<file path="config.mk">
export PLATFORM = sky130hd
export DESIGN_NAME = mem_access_ctrl
export DESIGN_NICKNAME = d
export VERILOG_FILES = /design/src/rtl/mem_access_ctrl_pkg.sv /design/src/rtl/mem_arb_prio.sv /design/src/rtl/mem_access_ctrl.sv
export SDC_FILE = /design/constraint.sdc
export NUM_CORES = 1
export LEC_CHECK = 0
export ABC_AREA = 1
export CAP_MARGIN = 20
export CORE_UTILIZATION = 40
export CTS_BUF_LIST = sky130_fd_sc_hd__clkbuf_16
export DETAILED_ROUTE_END_ITERATION = 10
export PLACE_DENSITY = 0.7
export SLEW_MARGIN = 10
export SYNTH_ARGS = -nofsm -noshare
export SYNTH_HDL_FRONTEND = slang
export SYNTH_HIERARCHICAL = 1
export SYNTH_SLANG_ARGS = --single-unit
</file>
<file path="constraint.sdc">
create_clock -name clk -period 4.97 [get_ports clk]
set_clock_uncertainty 0.2 [all_clocks]
set_input_delay 0.7455 -clock clk [delete_from_list [all_inputs] [get_ports clk]]
set_output_delay 0.7455 -clock clk [all_outputs]
set_load 0.03 [all_outputs]
</file>
<file path="src/rtl/mem_access_ctrl_pkg.sv">
// mem_access_ctrl_pkg: shared op-field positions, size encodings and FSM states
package mem_access_ctrl_pkg;
  localparam int OP_WR  = 3;
  localparam int OP_UNS = 2;
  localparam int OP_SZ  = 0;
  localparam logic [1:0] SZ_B = 2'd0;
  localparam logic [1:0] SZ_H = 2'd1;
  typedef enum logic [2:0] {S_IDLE, S_RD, S_RD_LAST, S_WR, S_DONE} state_t;
  // index of the last byte of an access; sizes 2 and 3 are both a word
  function automatic logic [1:0] last_k(input logic [1:0] sz);
    return sz == SZ_B ? 2'd0 : sz == SZ_H ? 2'd1 : 2'd3;
  endfunction
endpackage

</file>
<file path="src/rtl/mem_arb_prio.sv">
// mem_arb_prio: fixed-priority arbiter, lowest index wins
//   i_req  request vector
//   o_gnt  one-hot grant
//   o_idx  binary index of the granted channel
//   o_any  any request present
module mem_arb_prio #(
  parameter int NCH = 2,
  parameter int IW  = NCH > 1 ? $clog2(NCH) : 1
) (
  input  logic [NCH-1:0] i_req,
  output logic [NCH-1:0] o_gnt,
  output logic [IW-1:0]  o_idx,
  output logic           o_any
);
  assign o_gnt = i_req & (~i_req + NCH'(1));
  assign o_any = |i_req;
  always_comb begin
    o_idx = '0;
    for (int i = NCH - 1; i >= 0; i--) o_idx = i_req[i] ? IW'(i) : o_idx;
  end
endmodule

</file>
<file path="src/rtl/mem_access_ctrl.sv">
// mem_access_ctrl: serialises multi-channel byte/half/word loads and stores onto a byte-wide RAM bus
//   clk, rst      clock, async active-high reset
//   rdy           global ready; low freezes the controller
//   ch_*          per-channel request, op {wr,uns,size}, address, store data, read flush
//   ch_done       one-cycle completion pulse; rdata valid alongside for reads
//   busy          controller not idle
//   ram_*         byte-wide RAM bus; ram_din answers the previous rdy cycle's address
module mem_access_ctrl
  import mem_access_ctrl_pkg::*;
#(
  parameter int NCH  = 2,
  parameter int XLEN = 32,
  parameter int AW   = 32
) (
  input  logic               clk,
  input  logic               rst,
  input  logic               rdy,
  input  logic [NCH-1:0]     ch_req,
  input  logic [NCH*4-1:0]   ch_op,
  input  logic [NCH*AW-1:0]  ch_addr,
  input  logic [NCH*XLEN-1:0] ch_wdata,
  input  logic [NCH-1:0]     ch_flush,
  output logic [NCH-1:0]     ch_done,
  output logic [XLEN-1:0]    rdata,
  output logic               busy,
  input  logic [7:0]         ram_din,
  output logic [7:0]         ram_dout,
  output logic [AW-1:0]      ram_a,
  output logic               ram_wr
);
  localparam int IW = NCH > 1 ? $clog2(NCH) : 1;
  state_t          r_state;
  logic [NCH-1:0]  r_gnt;
  logic            r_uns;
  logic [1:0]      r_sz;
  logic [AW-1:0]   r_addr;
  logic [31:0]     r_wdata;
  logic [31:0]     r_bytes;
  logic [1:0]      r_k;
  logic            r_pend;
  logic [NCH-1:0]  w_gnt;
  logic [IW-1:0]   w_idx;
  logic            w_any;
  logic            w_flush;
  logic [1:0]      w_last;
  logic            w_sgn;
  logic [XLEN-1:0] w_word;
  logic [XLEN-1:0] w_ext;
  logic [3:0]      w_op;

  mem_arb_prio #(.NCH(NCH), .IW(IW)) u_arb (
    .i_req(ch_req),
    .o_gnt(w_gnt),
    .o_idx(w_idx),
    .o_any(w_any)
  );

  assign w_op    = ch_op[4*w_idx +: 4];
  assign w_last  = last_k(r_sz);
  assign w_flush = |(ch_flush & r_gnt);

  // r_pend marks that the previous rdy cycle issued a read, so ram_din now holds byte k-1
  always_ff @(posedge clk or posedge rst) begin
    if (rst) begin
      r_state <= S_IDLE;
      r_gnt   <= '0;
      r_uns   <= 1'b0;
      r_sz    <= '0;
      r_addr  <= '0;
      r_wdata <= '0;
      r_bytes <= '0;
      r_k     <= '0;
      r_pend  <= 1'b0;
    end else begin
      case (r_state)
        S_IDLE: if (rdy && w_any) begin
          r_gnt   <= w_gnt;
          r_uns   <= w_op[OP_UNS];
          r_sz    <= w_op[OP_SZ +: 2];
          r_addr  <= ch_addr[AW*w_idx +: AW];
          r_wdata <= ch_wdata[XLEN*w_idx +: 32];
          r_bytes <= '0;
          r_k     <= '0;
          r_pend  <= 1'b0;
          r_state <= w_op[OP_WR] ? S_WR : S_RD;
        end
        S_RD: if (w_flush) r_state <= S_IDLE;
        else if (rdy) begin
          if (r_pend) r_bytes[8*(r_k-2'd1) +: 8] <= ram_din;
          r_pend <= 1'b1;
          if (r_k == w_last) r_state <= S_RD_LAST;
          else r_k <= r_k + 2'd1;
        end
        S_RD_LAST: if (w_flush) r_state <= S_IDLE;
        else if (rdy) begin
          r_bytes[8*r_k +: 8] <= ram_din;
          r_state <= S_DONE;
        end
        S_WR: if (rdy) begin
          if (r_k == w_last) r_state <= S_DONE;
          else r_k <= r_k + 2'd1;
        end
        default: r_state <= S_IDLE;
      endcase
    end
  end

  // words always sign-extend; the unsigned flag only matters for bytes and halves
  assign w_sgn  = ~r_uns & (r_sz == SZ_B ? r_bytes[7] : r_bytes[15]);
  assign w_word = XLEN'(signed'(r_bytes));
  assign w_ext  = r_sz == SZ_B ? {{(XLEN-8){w_sgn}}, r_bytes[7:0]}
                : r_sz == SZ_H ? {{(XLEN-16){w_sgn}}, r_bytes[15:0]} : w_word;

  assign busy     = r_state != S_IDLE;
  assign ch_done  = r_state == S_DONE ? r_gnt : '0;
  assign rdata    = r_state == S_DONE ? w_ext : '0;
  assign ram_a    = (r_state == S_RD || r_state == S_WR) ? r_addr + AW'(r_k) : '0;
  assign ram_wr   = r_state == S_WR && rdy;
  assign ram_dout = r_state == S_WR ? r_wdata[8*r_k +: 8] : 8'd0;
endmodule
</file>
==> flow_summary_export.csv, run 1 <==
group,metric,value,unit
outcome,status,"finished clean",
logic_synthesis,ys_cells,1234,
power,p_int,2.39,mW
global_routing,grt_util_met1,34.5,%
timing,fmax,0.247,GHz
flow_run,tool_warnings,32,
logic_synthesis,most_common_cell,"nand2_1",
final_layout,largest_class,"combinational gates",
global_routing,antenna_found_initial,0,
final_layout,comb_cells,876,
routing,met2_length,11400,um
logic_synthesis,yosys_most_used_dff,"dfrtp_1",
logic_synthesis,ys_warn_count,6,
power,pwr-share-clk,14.7,%
setup_path,reg2reg_to,"r_bytes[30]",
setup_path,path_buffers,1,
setup_path,required,4.02,ns
routing,routed_wirelength,24700,um
floorplanning,rows,50,
global_routing,grt_use_total,25.7,%
setup_path,cp_top_family,"flip-flops",
routing,vias,8307,
clock_network,cts_root_buf,"clkbuf_16",
floorplanning,core,18800,sq um
power,p_leak,4.76,nW
place,dp_hpwl,19000,um
logic_synthesis,fp_nets,1395,
setup_path,critPathCaptureType,"output pin",
logic_synthesis,yosys.area.top_type_share,34.9,%
clock_network,cts_buffer_depth,2,
timing,hold_viol,0,
setup_path,worst-endpoint-arrival,3.11,ns
global_routing,grt_max_degree,56,
logic_synthesis,ys_types,30,
clock_network,numCtsBuffers,9,
final_layout,stdcell_count,1667,
power,p_per_area,452,nW/um^2
final_layout,drive_above_1_share,3.07,%
final_layout,fillers,1917,
power,power.share.combinational,53.2,%
power,p_sw,2.30,mW
final_layout,clockBufferCount,9,
clock_network,cts_resized,0,
timing,slew_headroom,41.3,%
timing,fin_ws,0.913,ns
setup_path,r2r_cells,10,
flow_run,max-cap-violations,0,
final_layout,antenna_cells,0,
place,dp.cells,1651,
floorplanning,die_h,141,um
logic_synthesis,syn_inst,1234,
clock_network,post_cts_buffers,0,
final_layout,num-nonclk-inverters,195,
clock_network,hold_buffers,0,
logic_synthesis,synth-edff-count,0,
worst_hold_path,hold_class,"flip-flop to flip-flop",
global_routing,grt_pass1_wl,40000,um
timing,layout_worst_path_cycle_share,81.6,%
logic_synthesis,ys_seq_share,34.9,%
timing,period_minus_slack,4.06,ns
logic_synthesis,ys_ff,107,
routing,wl_met1,11300,um
global_routing,met3_usage,4.42,%
setup_path,worstSetupPathType,"flip-flop to output pin",
global_routing,use_met2,43.1,%
logic_synthesis,yosys.area.top_type,"dfrtp_1",
final_layout,sequential_cell_total,107,
routing,drt_pass1_iterations,5,
final_layout,sh_comb_area,38.7,%
setup_path,timing.rr.start,"r_k[0]",
power,peakVddDrop,0.216,mV
logic_synthesis,async_flop_share,100,%
[run 1: how the worst min path moves through the flow]
stage | from | to | slack (ns) | depth (start not counted)
global route | r_bytes[1] | r_bytes[1] | 0.30 | 2
floorplan | r_bytes[0] | r_bytes[0] | 0.24 | 2
detailed placement | r_bytes[6] | r_bytes[6] | 0.26 | 2
CTS | r_bytes[6] | r_bytes[6] | 0.28 | 2
global placement | r_bytes[3] | r_bytes[3] | 0.25 | 2
finish | r_bytes[6] | r_bytes[6] | 0.27 | 2
[run 1: power groups by stage]
| stage | sequential [mW] | combinational [mW] | clock, mW |
|---|---|---|---|
| after global placement | 1.50 | 2.47 | 0 |
| after CTS | 1.50 | 2.50 | 0.699 |
| after floorplan | 1.41 | 1.73 | 0 |
| after detailed placement | 1.51 | 2.49 | 0 |
| after global routing | 1.55 | 2.78 | 0.729 |
| final | 1.50 | 2.50 | 0.691 |
[run 1: flip-flops by register name (all words and copies together) (netlist names)]
name / cells
r_uns: 1
r_sz: 2
r_wdata: 32
r_state: 3
r_pend: 1
r_k: 2
r_gnt: 2
r_addr: 32
r_bytes: 32
[run 1: cell usage in the layout, fill, tap and decap left out, types with 12 or more instances in the layout]
master             n
a21oi_1           86
buf_4             12
clkdlybuf4s50_1  226
dfrtp_1          107
inv_1            184
nand2_1          407
nand3_1           41
nor2_1           105
o211ai_1          54
o21ai_0          148
[run 1: cell families (layout without fill, tap and decap cells)]
kind of cell / Yosys count / count (layout) / synth area share, %
xor+xnor: 3 / 3 / 0.342
flops: 107 / 107 / 34.9
buf+inv: 251 / 450 / 13.0
simple gates: 566 / 566 / 28.9
fa+ha+maj: 10 / 10 / 1.73
compound gates: 297 / 297 / 21.2
[run 1: worst min-delay path: stages (launching register included)]
cell and delay (ns):
dfrtp_1 0.34, nand2_1 0.05, nand2_1 0.04
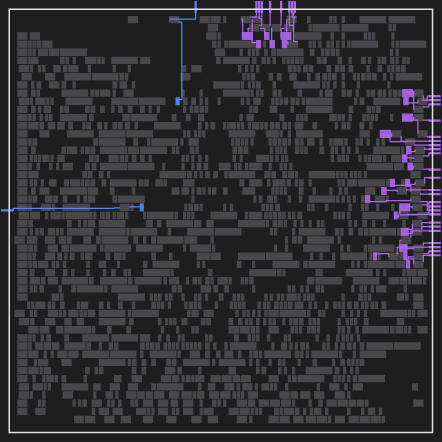
**Above:** run 1 (nets reached from selected ports).
Scale: 3 px per um.
blue -> `ch_flush`  # direction input, edge 1 west, 1 north, end cells 2, buffers 2, wire 82.5 um
purple -> `rdata`  # direction output, edge 24 east, 8 north, end cells 32, buffers 32, wire 336 um
number of port buffers: 226
Top Ports: 227

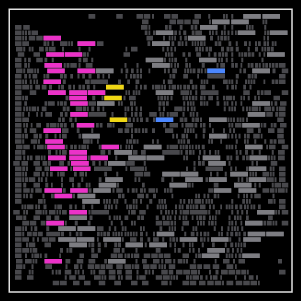
**Above:** run 1 (sequential cells grouped by signal name).
Scale: 2 px per um.
magenta -> `r_wdata`  # flops 32
yellow -> `r_state`  # flops 3
blue -> `r_sz`  # flops 2
Seq/total area: 25.8%
power in sequential cells: 1.50 mW
utilization after layout: 55.2%

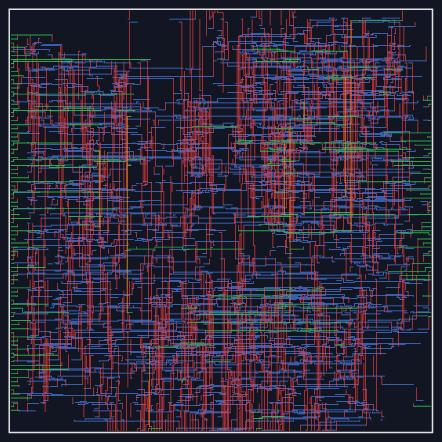
**Above:** run 1 (wiring by layer).
Scale: 3 px per um.
orange -> M4  # wire length 322 um
blue -> M1  # wire length 11,300 um
green -> M3  # wire length 1,710 um
red -> M2  # wire length 11,400 um

**Run 1: the clock network**

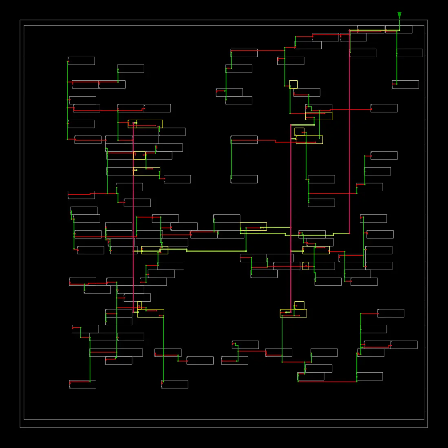

--- run 2 (diff from run 1) ---
==> constraint.sdc (replaced) <==
create_clock -name clk -period 3.9 [get_ports clk]
set_clock_uncertainty 0.2 [all_clocks]
set_input_delay 0.585 -clock clk [delete_from_list [all_inputs] [get_ports clk]]
set_output_delay 0.585 -clock clk [all_outputs]
set_load 0.03 [all_outputs]
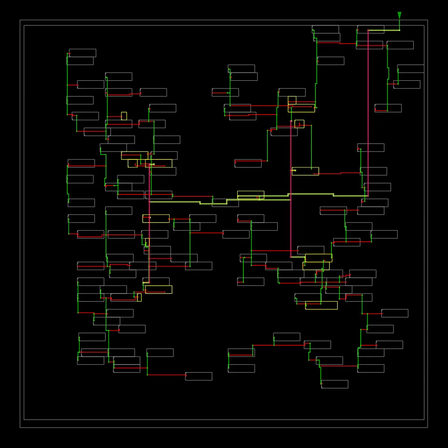
**Above:** run 2 (the clock network).
Clock group: 925 uW
clock buffers: 9
registers: 107
clk sinks: 107
clk latency late pin: 0.34 ns

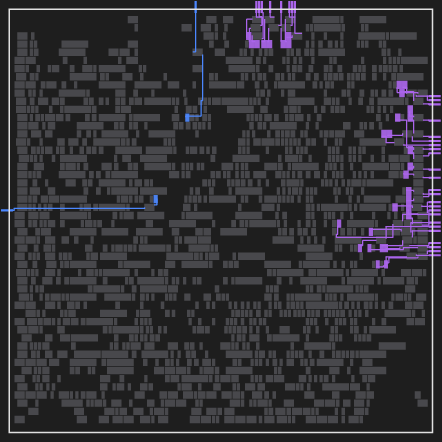
**Above:** run 2 (nets reached from selected ports).
Scale: 3 px per um.
blue -> `ch_flush`  # direction input, edge 1 west, 1 north, end cells 2, buffers 2, wire 89.2 um
purple -> `rdata`  # direction output, edge 24 east, 8 north, end cells 32, buffers 32, wire 418 um

==> run 2 against run 1 <==
Synthesized area is the same. Sequential share of layout area shrank 0.11 points. Largest power group unchanged. Critical path depth down 3. Synthesized cell count stayed put. Critical path type unchanged. Final cell count up 0.18%. Power grew 29%. Sequential power grew 27%. Clock-buffer cell count stayed put. Combinational power grew 28%. Register-to-register slack worse by 1.0 ns. Core utilization grew 0.24 points.
==> flow_summary_export.csv, run 2 <==
group,metric,value,unit
logic_synthesis,async_flop_share,100,%
worst_hold_path,holdPathStages,2,
setup_path,critPathMaxFanout,16,
logic_synthesis,syn_inst,1234,
setup_path,r2r_cells,10,
logic_synthesis,ys_seq_share,34.9,%
timing,hold_viol,0,
final_layout,layout_top_cells,"nand2_1 (407), clkdlybuf4s50_1 (219), inv_1 (184)",
logic_synthesis,fp_nets,1395,
routing,drt_pass1_iterations,5,
timing,slew_headroom,47.0,%
floorplanning,io_pins,227,
logic_synthesis,most_common_cell,"nand2_1",
floorplanning,core,18800,sq um
final_layout,lay_top_count,"nand2_1",
clock_network,cts_resized,0,
floorplanning,die_h,141,um
floorplanning,core_util_floorplan,40.9,%
power,p_per_area,580,nW/um^2
flow_run,max-cap-violations,0,
global_routing,antenna_found_initial,0,
clock_network,cts_buffer_depth,2,
timing,tightest_slew,0.794,ns
timing,fmax,0.280,GHz
final_layout,antenna_cells,0,
worst_hold_path,hold_class,"flip-flop to flip-flop",
power,p_leak,4.81,nW
logic_synthesis,yosys_most_used_dff,"dfrtp_1",
clock_network,post_cts_buffers,0,
place,io_buffers,226,
worst_hold_path,worstHoldStart,"r_bytes[25]",
place,dp_hpwl,19200,um
logic_synthesis,top_cells_by_area,"dfrtp_1 (35%), nand2_1 (20%), o21ai_0 (9.6%), inv_1 (9.0%), a21oi_1 (5.6%)",
worst_hold_path,hold_end,"r_bytes[25]",
logic_synthesis,synth-edff-count,0,
timing,period_minus_slack,3.57,ns
routing,vias,8349,
flow_run,tool_warnings,32,
floorplanning,die_x,141,um
logic_synthesis,ys_warn_count,6,
global_routing,grt_pass1_wl,40000,um
setup_path,critPathCaptureType,"output pin",
routing,post_drt_wl_per_cell,15.0,um
clock_network,numCtsBuffers,9,
final_layout,drive_above_1_share,3.69,%
routing,routed_wirelength,25000,um
floorplanning,rows,50,
clock_network,hold_buffers,0,
global_routing,grt_max_degree,62,
final_layout,largestRegisters,"r_addr: 32 flops, r_bytes: 32 flops, r_wdata: 32 flops",
setup_path,worstSetupPathType,"flip-flop to output pin",
global_routing,grt_use_total,25.7,%
routing,drtIter0Drc,552,
setup_path,timing.rr.start,"r_k[0]",
logic_synthesis,yosys.area.top_type_share,34.9,%
setup_path,reg2reg_to,"r_bytes[29]",
logic_synthesis,yosys.area.top_type,"dfrtp_1",
timing,layout_worst_path_cycle_share,91.6,%
logic_synthesis,syn_area,7680,sq um
setup_path,worst-endpoint-arrival,2.79,ns
power,peakVddDrop,0.292,mV
setup_path,required,3.12,ns
outcome,status,"finished clean",
logic_synthesis,ys_types,30,
clock_network,cts_root_buf,"clkbuf_16",
timing,setup_tns,0,ns
logic_synthesis,ys_cells,1234,
logic_synthesis,ys_ff,107,
-- run 2: cell counts after synthesis --
No cell type changed its count.
-- run 2: cell type report --
type	instances	area (sq um)
clock inverters	7	67.6
inverters	195	734
flip-flops and latches	107	2680
multi-input cells	876	4010
fillers	1843	8350
well taps	234	293
repair buffers	242	2400
clock buffers	9	225
-- run 2: cells by family (layout without fill, tap and decap cells) --
kind of cell	after synthesis	after routing	synth area share (%)
DFF	107	107	34.9
xor gates and xnor gates	3	3	0.342
adders and majority gates	10	10	1.73
AOI/OAI and AO/OA	297	297	21.2
and+or+nand+nor	566	566	28.9
buffers and inverters	251	453	13.0
-- run 2: per-layer routing --
metal | vias up | routed length, um | GRT usage, %
met1 | 3783 | 11800 | 35.6
met3 | 16 | 1450 | 4.28
li1 | 4293 | - | -
met5 | - | 0 | 0
met2 | 257 | 11600 | 42.6
met4 | 0 | 253 | 4.81
-- run 2: metrics by stage --
step | setup WS [ns] | util [%] | cells | power, mW
after global placement | 0.819 | 53.9 | 1654 | 5.09
after global routing | 0.147 | 55.5 | 1670 | 6.52
final | 0.327 | 55.5 | 1670 | 6.04
after detailed placement | 0.711 | 53.9 | 1654 | 5.10
after floorplan | 0.298 | - | 1234 | 4.00
after CTS | 0.335 | 55.5 | 1670 | 6.05
-- run 2: worst max-delay path, stage by stage (launching register included) --
cell	delay, ns
dfrtp_1	0.47
nor3_1	0.40
nand3_1	0.55
a21oi_1	0.32
clkdlybuf4s50_1	0.71
-- run 2: power by group --
| group | switching, mW | internal [mW] | total (mW) |
|---|---|---|---|
| Clock | 0.429 | 0.497 | 0.925 |
| Combinational | 2.14 | 1.06 | 3.21 |
| Sequential | 0.346 | 1.56 | 1.90 |
**Run 2: wiring by layer**

Scale: 3 px per um.
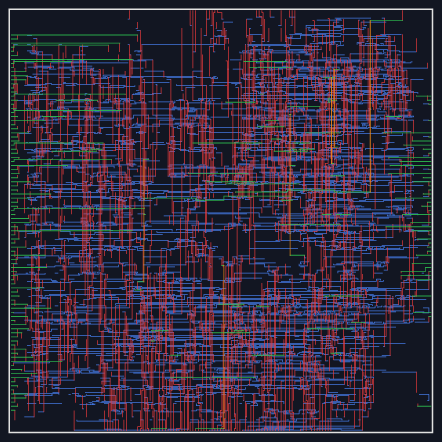

--- run 3 (diff from run 2) ---
--- a/config.mk
+++ b/config.mk
@@ -7,10 +7,10 @@
 export LEC_CHECK = 0
 export ABC_AREA = 1
 export CAP_MARGIN = 20
-export CORE_UTILIZATION = 40
+export CORE_UTILIZATION = 49
 export CTS_BUF_LIST = sky130_fd_sc_hd__clkbuf_16
 export DETAILED_ROUTE_END_ITERATION = 10
-export PLACE_DENSITY = 0.7
+export PLACE_DENSITY = 0.84
 export SLEW_MARGIN = 10
 export SYNTH_ARGS = -nofsm -noshare
 export SYNTH_HDL_FRONTEND = slang
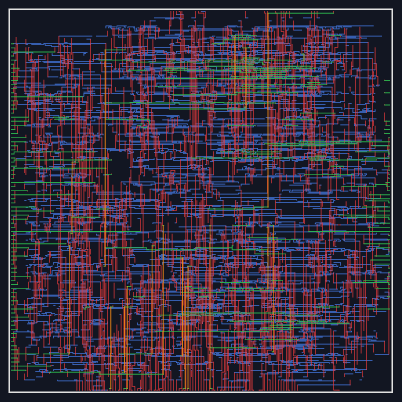
**Above:** run 3 (wiring by layer).
Scale: 3 px per um.
blue -> M1  # wire length 10,200 um
red -> M2  # wire length 10,900 um
green -> M3  # wire length 2,000 um
orange -> M4  # wire length 639 um

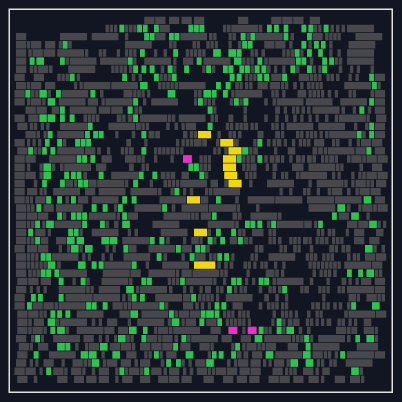
**Above:** run 3 (selected gate families).
Scale: 3 px per um.
green -> aoi and oai cells  # cells 296, where all over the die
yellow -> fa/ha/maj cells  # cells 10, where center
magenta -> xor and xnor cells  # cells 3
logic share of the area: 38.8%
Layout Cells excl Fill: 1,644

==> run 3 against run 2 <==
First-iteration DRC count up 31%. Fmax down 1.6%. Critical path depth up 3. Flip-flop count unchanged. Power about the same. Critical path type unchanged. Critical endpoint is now ram_a[14]. Largest cell class unchanged. Highest routed layer unchanged.
==> flow_summary_export.csv, run 3 <==
group,metric,value,unit
outcome,status,"finished clean",
logic_synthesis,top_cells_by_area,"dfrtp_1 (35%), nand2_1 (20%), o21ai_0 (9.6%), inv_1 (9.0%), a21oi_1 (5.6%)",
setup_path,critPathMaxFanout,26,
clock_network,cts_buffer_depth,2,
floorplanning,die_x,127,um
logic_synthesis,ys_types,30,
clock_network,cts_num_sinks,107,
global_routing,grt_pass1_wl,38800,um
logic_synthesis,yosys.area.top_type,"dfrtp_1",
setup_path,cpPeakStageDelay,0.68,ns
worst_hold_path,hold_class,"flip-flop to flip-flop",
power,pwr-share-clk,15.2,%
setup_path,required,3.12,ns
floorplanning,core,15300,sq um
logic_synthesis,logic_family,"simple AND/OR/NAND/NOR gates",
global_routing,antenna_found_initial,0,
final_layout,lay_top_count,"nand2_1",
logic_synthesis,ys_sh_simple,28.9,%
place,place_ws,0.679,ns
timing,hold_viol,0,
logic_synthesis,ys_warn_count,6,
logic_synthesis,yosys_most_used_dff,"dfrtp_1",
logic_synthesis,async_flop_share,100,%
clock_network,cts_resized,0,
logic_synthesis,ys_cells,1234,
logic_synthesis,ys_seq_share,34.9,%
power,p_leak,4.79,nW
setup_path,worst-endpoint-arrival,2.85,ns
timing,slew_headroom,47.5,%
routing,drtIter0Drc,725,
final_layout,largestRegisters,"r_addr: 32 flops, r_bytes: 32 flops, r_wdata: 32 flops",
timing,period_minus_slack,3.63,ns
logic_synthesis,synth-edff-count,0,
power,peakVddDrop,0.312,mV
logic_synthesis,synthAoiAreaFrac,21.2,%
logic_synthesis,syn_inst,1234,
timing,fmax,0.275,GHz
floorplanning,die_h,127,um
flow_run,tool_warnings,32,
power,top_power_group,"combinational cells",
floorplanning,rows,45,
setup_path,path_buffers,2,
global_routing,grt_use_total,30.5,%
global_routing,met3_usage,6.74,%
final_layout,layout_top_cells,"nand2_1 (407), clkdlybuf4s50_1 (221), inv_1 (183)",
global_routing,grt_util_met1,39.9,%
setup_path,critical_path_cell_count,7,
timing,layout_worst_path_cycle_share,93.1,%
logic_synthesis,syn_area,7680,sq um
logic_synthesis,yosys.area.top_type_share,34.9,%
floorplanning,io_pins,227,
final_layout,fillers,1388,
global_routing,grt_max_degree,59,
logic_synthesis,xor_share,0.342,%
clock_network,cts_root_buf,"clkbuf_16",
floorplanning,core_util_floorplan,50.3,%
setup_path,r2r_cells,10,
setup_path,cp_top_family,"buffers and inverters",
clock_network,post_cts_buffers,0,
worst_hold_path,holdPathStages,2,
logic_synthesis,muxShareOfSynthArea,0,%
timing,setup_tns,0,ns
routing,routed_wirelength,23800,um
timing,tightest_slew,0.786,ns
routing,vias,8461,
clock_network,numCtsBuffers,9,
logic_synthesis,fa_ha_area_share,1.73,%
place,io_buffers,226,
clock_network,hold_buffers,0,
logic_synthesis,ys_ff,107,
setup_path,critPathCaptureType,"output pin",
power,p_seq_share,31.6,%
global_routing,globalRoute.busiestLayer,"met2",
power,seq-power,1.91,mW
power,comb_power,3.21,mW
setup_path,worstSetupPathType,"flip-flop to output pin",
power,power.share.combinational,53.2,%
flow_run,max-cap-violations,0,
[run 3: stage by stage]
step	total power [mW]	cell area [sq um]	hold WS (ns)	cells	util, %
after global routing	6.49	10400	0.285	1644	67.8
after detailed placement	5.10	10100	0.259	1628	65.9
after CTS	6.02	10400	0.277	1644	67.8
after global placement	5.05	10100	0.254	1628	65.9
after floorplan	4.00	7680	0.242	1234	-
final	6.04	10400	0.271	1644	67.8
[run 3: worst paths after layout]
kind	startpoint	endpoint	slack (ns)
setup / recovery	r_k[1]	ram_a[14]	0.27
hold / removal	r_bytes[26]	r_bytes[26]	0.27
min in group asynchronous	rst	r_addr[23]	0.38
max in group asynchronous	rst	r_state[2]	2.44
setup reg to reg	r_k[0]	r_bytes[31]	1.05
hold reg to reg	r_bytes[26]	r_bytes[26]	0.27
[run 3: logic make-up after synthesis]
group | after synthesis
xor gates and xnor gates | 3
adders and majority gates | 10
DFF | 107
buffers and inverters | 251
and+or+nand+nor | 566
AOI/OAI and AO/OA | 297
[run 3: worst min-delay path, stage by stage (launching register included)]
cell and delay [ns]:
dfrtp_1 0.35, nand2_1 0.05, nand2_1 0.04
[run 3: routing by layer]
layer  vias up  routed length [um]  share of wire [%]
li1       4285                   -                  -
met2       362               10900                 46
met4         0                 639                2.7
met5         -                   0                  0
met1      3775               10200                 43
met3        39                2000                8.4
[run 3: final cells by class]
cell class | instances | area (sq um) | share of cell area (%)
clock buffer | 9 | 225 | 2.18
clock inverter | 7 | 65.1 | 0.628
inverter | 195 | 734 | 7.09
multi-input combinational | 876 | 4010 | 38.8
sequential | 107 | 2680 | 25.9
tap | 211 | 264 | 2.55
timing repair buffer | 239 | 2370 | 22.9
No activity file was given, so power comes from the tool's default toggle rates.
